**config.mk**
```make
export PLATFORM = sky130hd
export DESIGN_NAME = mux_arbiter
export DESIGN_NICKNAME = d
export VERILOG_FILES = /design/src/rtl/mux_arbiter_pkg.sv /design/src/rtl/mux_arbiter_rr_pick4.sv /design/src/rtl/mux_arbiter.sv
export SDC_FILE = /design/constraint.sdc
export NUM_CORES = 1
export LEC_CHECK = 0
export CORE_MARGIN = 2
export CORE_UTILIZATION = 38
export DETAILED_ROUTE_END_ITERATION = 10
export MAX_ROUTING_LAYER = met4
export PLACE_DENSITY = 0.78
export SLEW_MARGIN = 0
export SYNTH_ARGS = -nofsm -noshare
export SYNTH_HDL_FRONTEND = slang
export SYNTH_SLANG_ARGS = --single-unit
```
**constraint.sdc**
```tcl
create_clock -name clk_i -period 1.5 [get_ports clk_i]
set_input_delay 0.3 -clock clk_i [delete_from_list [all_inputs] [get_ports clk_i]]
set_output_delay 0.3 -clock clk_i [all_outputs]
set_load 0.005 [all_outputs]
```
**src/rtl/mux_arbiter_pkg.sv**
```systemverilog
// Shared types and helpers for the four-way mux/demux round-robin arbiter.
package mux_arbiter_pkg;
    localparam int NUM_REQ = 4;
    localparam int SEL_W   = 2;

    typedef enum logic {IDLE, BUSY} arb_state_t;

    function automatic logic [SEL_W-1:0] onehot_to_idx(input logic [NUM_REQ-1:0] oh);
        logic [SEL_W-1:0] idx;
        idx = '0;
        for (int i = 0; i < NUM_REQ; i++)
            if (oh[i]) idx = SEL_W'(i);
        return idx;
    endfunction
endpackage

```
**src/rtl/mux_arbiter_rr_pick4.sv**
```systemverilog
// Combinational round-robin picker: first set request after 'last', wrapping modulo 4.
import mux_arbiter_pkg::*;

module rr_pick4 (
    input  logic [NUM_REQ-1:0] req,
    input  logic [SEL_W-1:0]   last,
    output logic               pick_valid,
    output logic [SEL_W-1:0]   pick_idx
);
    logic [SEL_W-1:0] idx;

    always_comb begin
        pick_valid = 1'b0;
        pick_idx   = '0;
        idx        = '0;
        // Offset 4 wraps back onto 'last' itself, so it gets the lowest priority.
        for (int i = 1; i <= NUM_REQ; i++) begin
            idx = last + SEL_W'(i);
            if (!pick_valid && req[idx]) begin
                pick_valid = 1'b1;
                pick_idx   = idx;
            end
        end
    end
endmodule

```
**src/rtl/mux_arbiter.sv**
```systemverilog
// Round-robin owner arbiter for the shared mux/demux path, with break-before-make.
// Optional forced release after MAX_HOLD busy cycles: define MUX_ARBITER_TIMEOUT_EN.
import mux_arbiter_pkg::*;

module mux_arbiter #(
    parameter int MAX_HOLD = 16
) (
    input  logic               clk_i,
    input  logic               rst_i,
    input  logic [NUM_REQ-1:0] req_i,
    input  logic [NUM_REQ-1:0] done_i,
    output logic [NUM_REQ-1:0] gnt_o,
    output logic [SEL_W-1:0]   sel_o,
    output logic               busy_o,
    output logic               timeout_o
);
    if (MAX_HOLD < 2) begin : g_bad_hold
        $error("mux_arbiter: MAX_HOLD must be at least 2");
    end

    arb_state_t         state_q, state_n;
    logic [NUM_REQ-1:0] gnt_q, gnt_n;
    logic [SEL_W-1:0]   sel_q, sel_n, last_q, last_n;
    logic [SEL_W-1:0]   owner, pick_idx;
    logic               pick_valid, rel, force_rel;

    rr_pick4 u_pick (
        .req        (req_i),
        .last       (last_q),
        .pick_valid (pick_valid),
        .pick_idx   (pick_idx)
    );

    assign owner = onehot_to_idx(gnt_q);
    assign rel   = done_i[owner] | ~req_i[owner];

`ifdef MUX_ARBITER_TIMEOUT_EN
    localparam int CNT_W = $clog2(MAX_HOLD);
    localparam logic [CNT_W-1:0] HOLD_LAST = CNT_W'(MAX_HOLD - 1);

    logic [CNT_W-1:0] cnt_q, cnt_n;
    logic             tmo_q, tmo_n;

    // Counter reads k-1 during the k-th busy cycle, so HOLD_LAST marks the MAX_HOLD-th.
    assign force_rel = (cnt_q == HOLD_LAST);
    assign timeout_o = tmo_q;
`else
    assign force_rel = 1'b0;
    assign timeout_o = 1'b0;
`endif

    always_comb begin
        state_n = state_q;
        gnt_n   = gnt_q;
        sel_n   = sel_q;
        last_n  = last_q;
`ifdef MUX_ARBITER_TIMEOUT_EN
        cnt_n   = cnt_q;
        tmo_n   = 1'b0;
`endif
        case (state_q)
            IDLE: begin
                if (pick_valid) begin
                    state_n = BUSY;
                    gnt_n   = NUM_REQ'(1) << pick_idx;
                    sel_n   = pick_idx;
`ifdef MUX_ARBITER_TIMEOUT_EN
                    cnt_n   = '0;
`endif
                end
            end
            BUSY: begin
                if (rel || force_rel) begin
                    state_n = IDLE;
                    gnt_n   = '0;
                    last_n  = owner;
`ifdef MUX_ARBITER_TIMEOUT_EN
                    tmo_n   = ~rel;
`endif
                end
`ifdef MUX_ARBITER_TIMEOUT_EN
                else if (cnt_q != '1) begin
                    cnt_n = cnt_q + 1'b1;
                end
`endif
            end
            default: state_n = IDLE;
        endcase
    end

    always_ff @(posedge clk_i) begin
        if (rst_i) begin
            state_q <= IDLE;
            gnt_q   <= '0;
            sel_q   <= '0;
            last_q  <= SEL_W'(NUM_REQ - 1);
`ifdef MUX_ARBITER_TIMEOUT_EN
            cnt_q   <= '0;
            tmo_q   <= 1'b0;
`endif
        end else begin
            state_q <= state_n;
            gnt_q   <= gnt_n;
            sel_q   <= sel_n;
            last_q  <= last_n;
`ifdef MUX_ARBITER_TIMEOUT_EN
            cnt_q   <= cnt_n;
            tmo_q   <= tmo_n;
`endif
        end
    end

    assign gnt_o  = gnt_q;
    assign sel_o  = sel_q;
    assign busy_o = |gnt_q;
endmodule

```
==> ci_impl_report.md <==
### Flow metrics

| Metric | Value |
|---|---|
| Met3 routed WL | 93 um |
| Synth Seq Share | 0.339 |
| GPL Wtd Cong | 0.855 |
| Root Buffer | clkbuf_4 |
| Yosys warns | 0 |
| Max-slew violations | 0 |
| Busiest grt layer | met2 |
| Post-CTS Setup Bufs | 1 |
| Initial antenna violation count | 0 |
| Fill count | 113 |
| Crit path to | gnt_o[2] |
| Synthesis area per yosys | 532 um2 |
| Yosys top cell by area | dfxtp_1 |
| Mapped cell area | 532 um2 |
| Register Area | 193 um2 |
| Post-place setup slack | -498 ps |
| R2R Setup Slk | 70 ps |
| CTS tree | done |
| Logic family by area | simple AND/OR/NAND/NOR gates |
| Placed cell count | 108 |
| Non-Filler Instances | 114 |
| Fp util | 0.409 |
| Die area | 1710 um2 |
| N_diodes | 0 |
| DRT met1 WL | 714 um |
| Met1 GRT Util | 0.244 |
| XORs/XNORs by Area | 0 |
| Residual DRC count | 0 |
| Async set-or-reset flop fraction in the synthesized netlist | 0 |
| Grt ovf | 0 |
| Worst r2r path cells | 5 |
| Critical path cell sequence | clkdlybuf4s50_1 |
| Setup crit end kind | output port |
| Num CTS Buffers | 3 |
| Total combinational power | 280 uW |
| Share of total power in combinational logic | 0.365 |
| Tmin final | 1450 ps |
| R2r endpoint | state_q |
| Max power group | sequential cells |
| Main area contributors | dfxtp_1, or2b_1, nor2_1 |
| Clock-pin slew on the worst setup and hold paths | 60 ps |
| Top_reg_cell synth | dfxtp_1 |
| Mapped Nets | 75 |
| Resize count post-CTS | 17 |
| Cell Type Count | 30 |
| CP bufs+invs | 1 |
| WL met2 | 818 um |
| Final WS setup | 47.8 ps |
| Outcome | finished clean |
| Final hold vios | 0 |
| Most numerous logic cells after layout | buf_4, clkdlybuf4s50_1, nor2_1, nand2_1, dfxtp_1 |
| DRT antenna net count | 0 |
| Htree depth | 1 |
| WHS Endpoint | sel_o[1] |
| CP max stage cell | clkdlybuf4s50_1 |
| Largest net degree at the start of global routing | 8 |
| MI comb area | 335 um2 |
| Total core area | 1300 um2 |
| Clock Path Buffers | 2 |
| Switch share | 0.304 |
| Yosys Instances | 65 |
| Max reg flops | 4 |
| Yosys top cell by instances | dfxtp_1 |
| Top cells by count, synth | dfxtp_1, nor2_1, nand2_1 |
| Hold-critical path depth | 2 |
| Largest stage delay, worst path | 510 ps |
| Class of the most critical setup path | register to output port |
| Post-synthesis mux area share | 0.0376 |
| RSZ-0062 raised after global routing | no |
| AND/OR/NAND/NOR Cells, Area Fraction | 0.294 |
| Area delta synth->final | 64.0% |
| Setup violations, final | 0 |
| Hold buffers post-CTS | 0 |
| R2R Path Start | gnt_o[1] |
| Adders+Majority by Area | 0 |
| Register share of total power | 0.396 |
| Max-cap violations | 0 |
| Yosys aoi share | 0.271 |
| Met3 Usage GRT | 0.0783 |
| Worst Setup SP | gnt_o[2] |
| Post-Syn Instances | 65 |
| Synth Area per Inst | 8.18 um2 |
| Int Pwr | 534 uW |
| M2 GR Usage | 0.363 |
| Worst Hold Launch | sel_o[1] |
| Crit path launch type | register |
| Final nets | 110 |
| Stages on worst setup path | 1 |
| VDD IR max | 0.000674 V |
| CP Max Fanout | 5 |
| Clk sink count | 9 |
| Leak Pwr | 0.000375 uW |
| Number of enable flip-flop cells | 0 |
| Vias in the first global route | 610 |
| IO Pins | 18 |
| Post-synthesis register bit count | 9 |
| First-pass GRT wire length | 2780 um |
| Max-area cell share | 0.339 |
| Drt first pass iters | 5 |
| Hold Slack | 474 ps |
| Layout cell share with drive strength beyond 1 | 0.303 |
| Via density | 5.50 |
| Top sig layer | met4 |
| Tcrit/Tclk final | 0.968 |
| Power density cells | 879 nW/um2 |
| Fmax | 689 MHz |
| Required time of the critical path | 1200 ps |
| Delay-heaviest family, CP | buffers and inverters |
| Drt first-iter violations | 10 |
| Worst Path Arrival | 1150 ps |
| HP Class | register to register |
| Hpwl dp | 1240 um |
| Flop+latch power | 304 uW |
| Tool warnings | 27 |
| Commonest Layout Cell | buf_4 |
| NetSw | 233 uW |
==> stage by stage <==
| step | setup TNS (ps) | utilization | total power [uW] | instance area, um2 |
|---|---|---|---|---|
| after floorplan | 0 | - | 421 | 532 |
| after global placement | -3220 | 0.620 | 568 | 807 |
| after detailed placement | -3450 | 0.620 | 576 | 807 |
| after CTS | -45.8 | 0.654 | 766 | 851 |
| after global routing | 0 | 0.670 | 816 | 872 |
| final | 0 | 0.670 | 767 | 872 |
==> layout make-up <==
type / count / share of cell area
inverters: 3 / 0.0129
multi-input cells: 50 / 0.385
well taps: 15 / 0.0215
flip-flops and latches: 9 / 0.221
repair buffers: 33 / 0.330
clock buffers: 4 / 0.0301
Pin map:
Pins as bars across the die edge, other pins in gray.
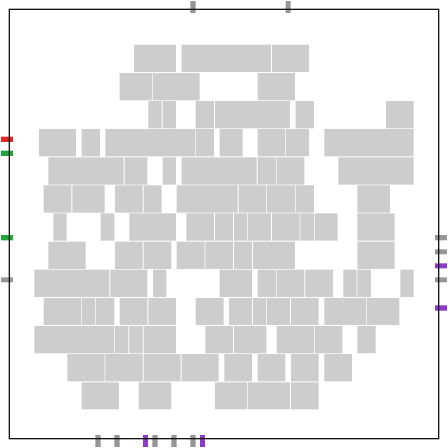
legend:
  `sel_o`:
    color: green
    pins: 2
    direction: output
    edge: left
  `clk_i`:
    color: red
    pins: 1
    direction: input
    edge: left
  `req_i`:
    color: purple
    pins: 4
    direction: input
    edge: 2 right, 2 bottom
all pins by edge: 7 bottom, 5 right, 4 left, 2 top
DIE WIDTH: 41.4 um
IO buf count: 16
die y size: 41.4 um

Signal wires by layer:
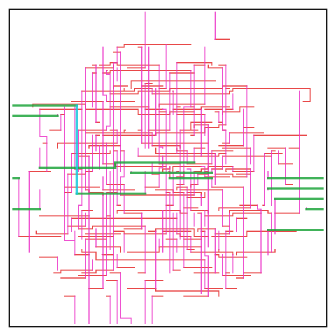
legend:
  M1:
    color: red
    wire_length: 715 um
  M2:
    color: magenta
    wire_length: 819 um
  M4:
    color: cyan
    wire_length: 11.6 um
  M3:
    color: green
    wire_length: 93.8 um
Total GRT Usage: 0.217
WL final: 1640 um
WL/cell: 14.4 um
via count: 627

Clock wires, drivers and flops:
Scale bar: 10 um.
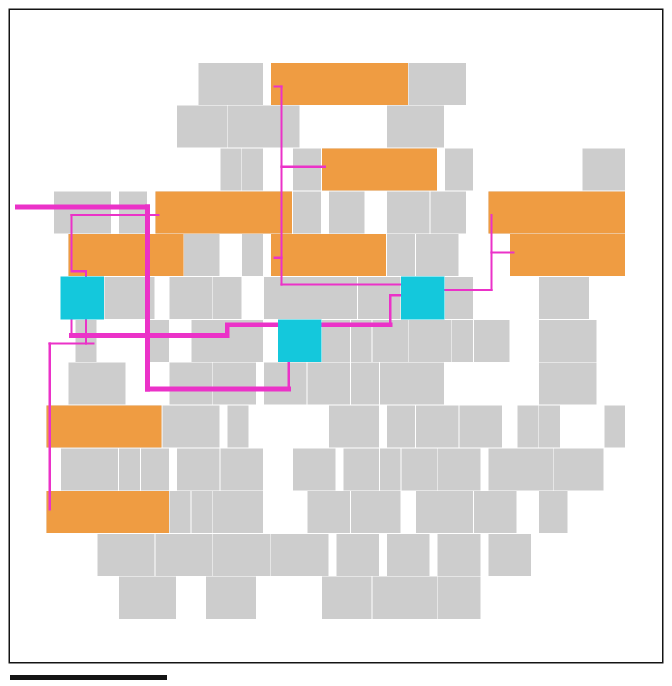
legend:
  clock-net drivers:
    color: cyan
    count: 3
  flip-flops:
    color: orange
    count: 9
  clock wires:
    color: magenta
    length: 124 um
routed clock nets: 4
clk ins delay skew pair: 260 ps
Power Clock: 183 uW
clock group share of total power: 0.239
clk_skew: 6.41 ps

Placed cells, one color a class:
Fill, decap, tap and diode cells in gray.
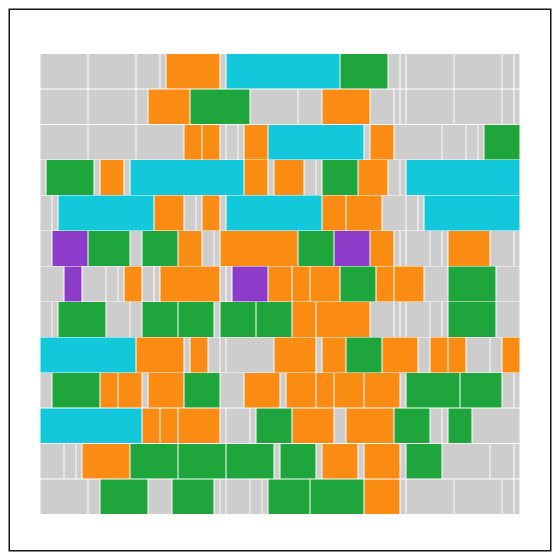
legend:
  remaining buffers and delay cells:
    color: green
    cells: 33
    share_of_their_area: 34%
  registers:
    color: cyan
    cells: 9
    share_of_their_area: 23%
  remaining logic cells:
    color: orange
    cells: 53
    share_of_their_area: 41%
  clock drivers and dummy loads:
    color: purple
    cells: 4
    share_of_their_area: 3.1%
std cell rows: 13
final core utilization: 0.670

Power figures rest on the tool's default switching activity, not on a simulated workload.
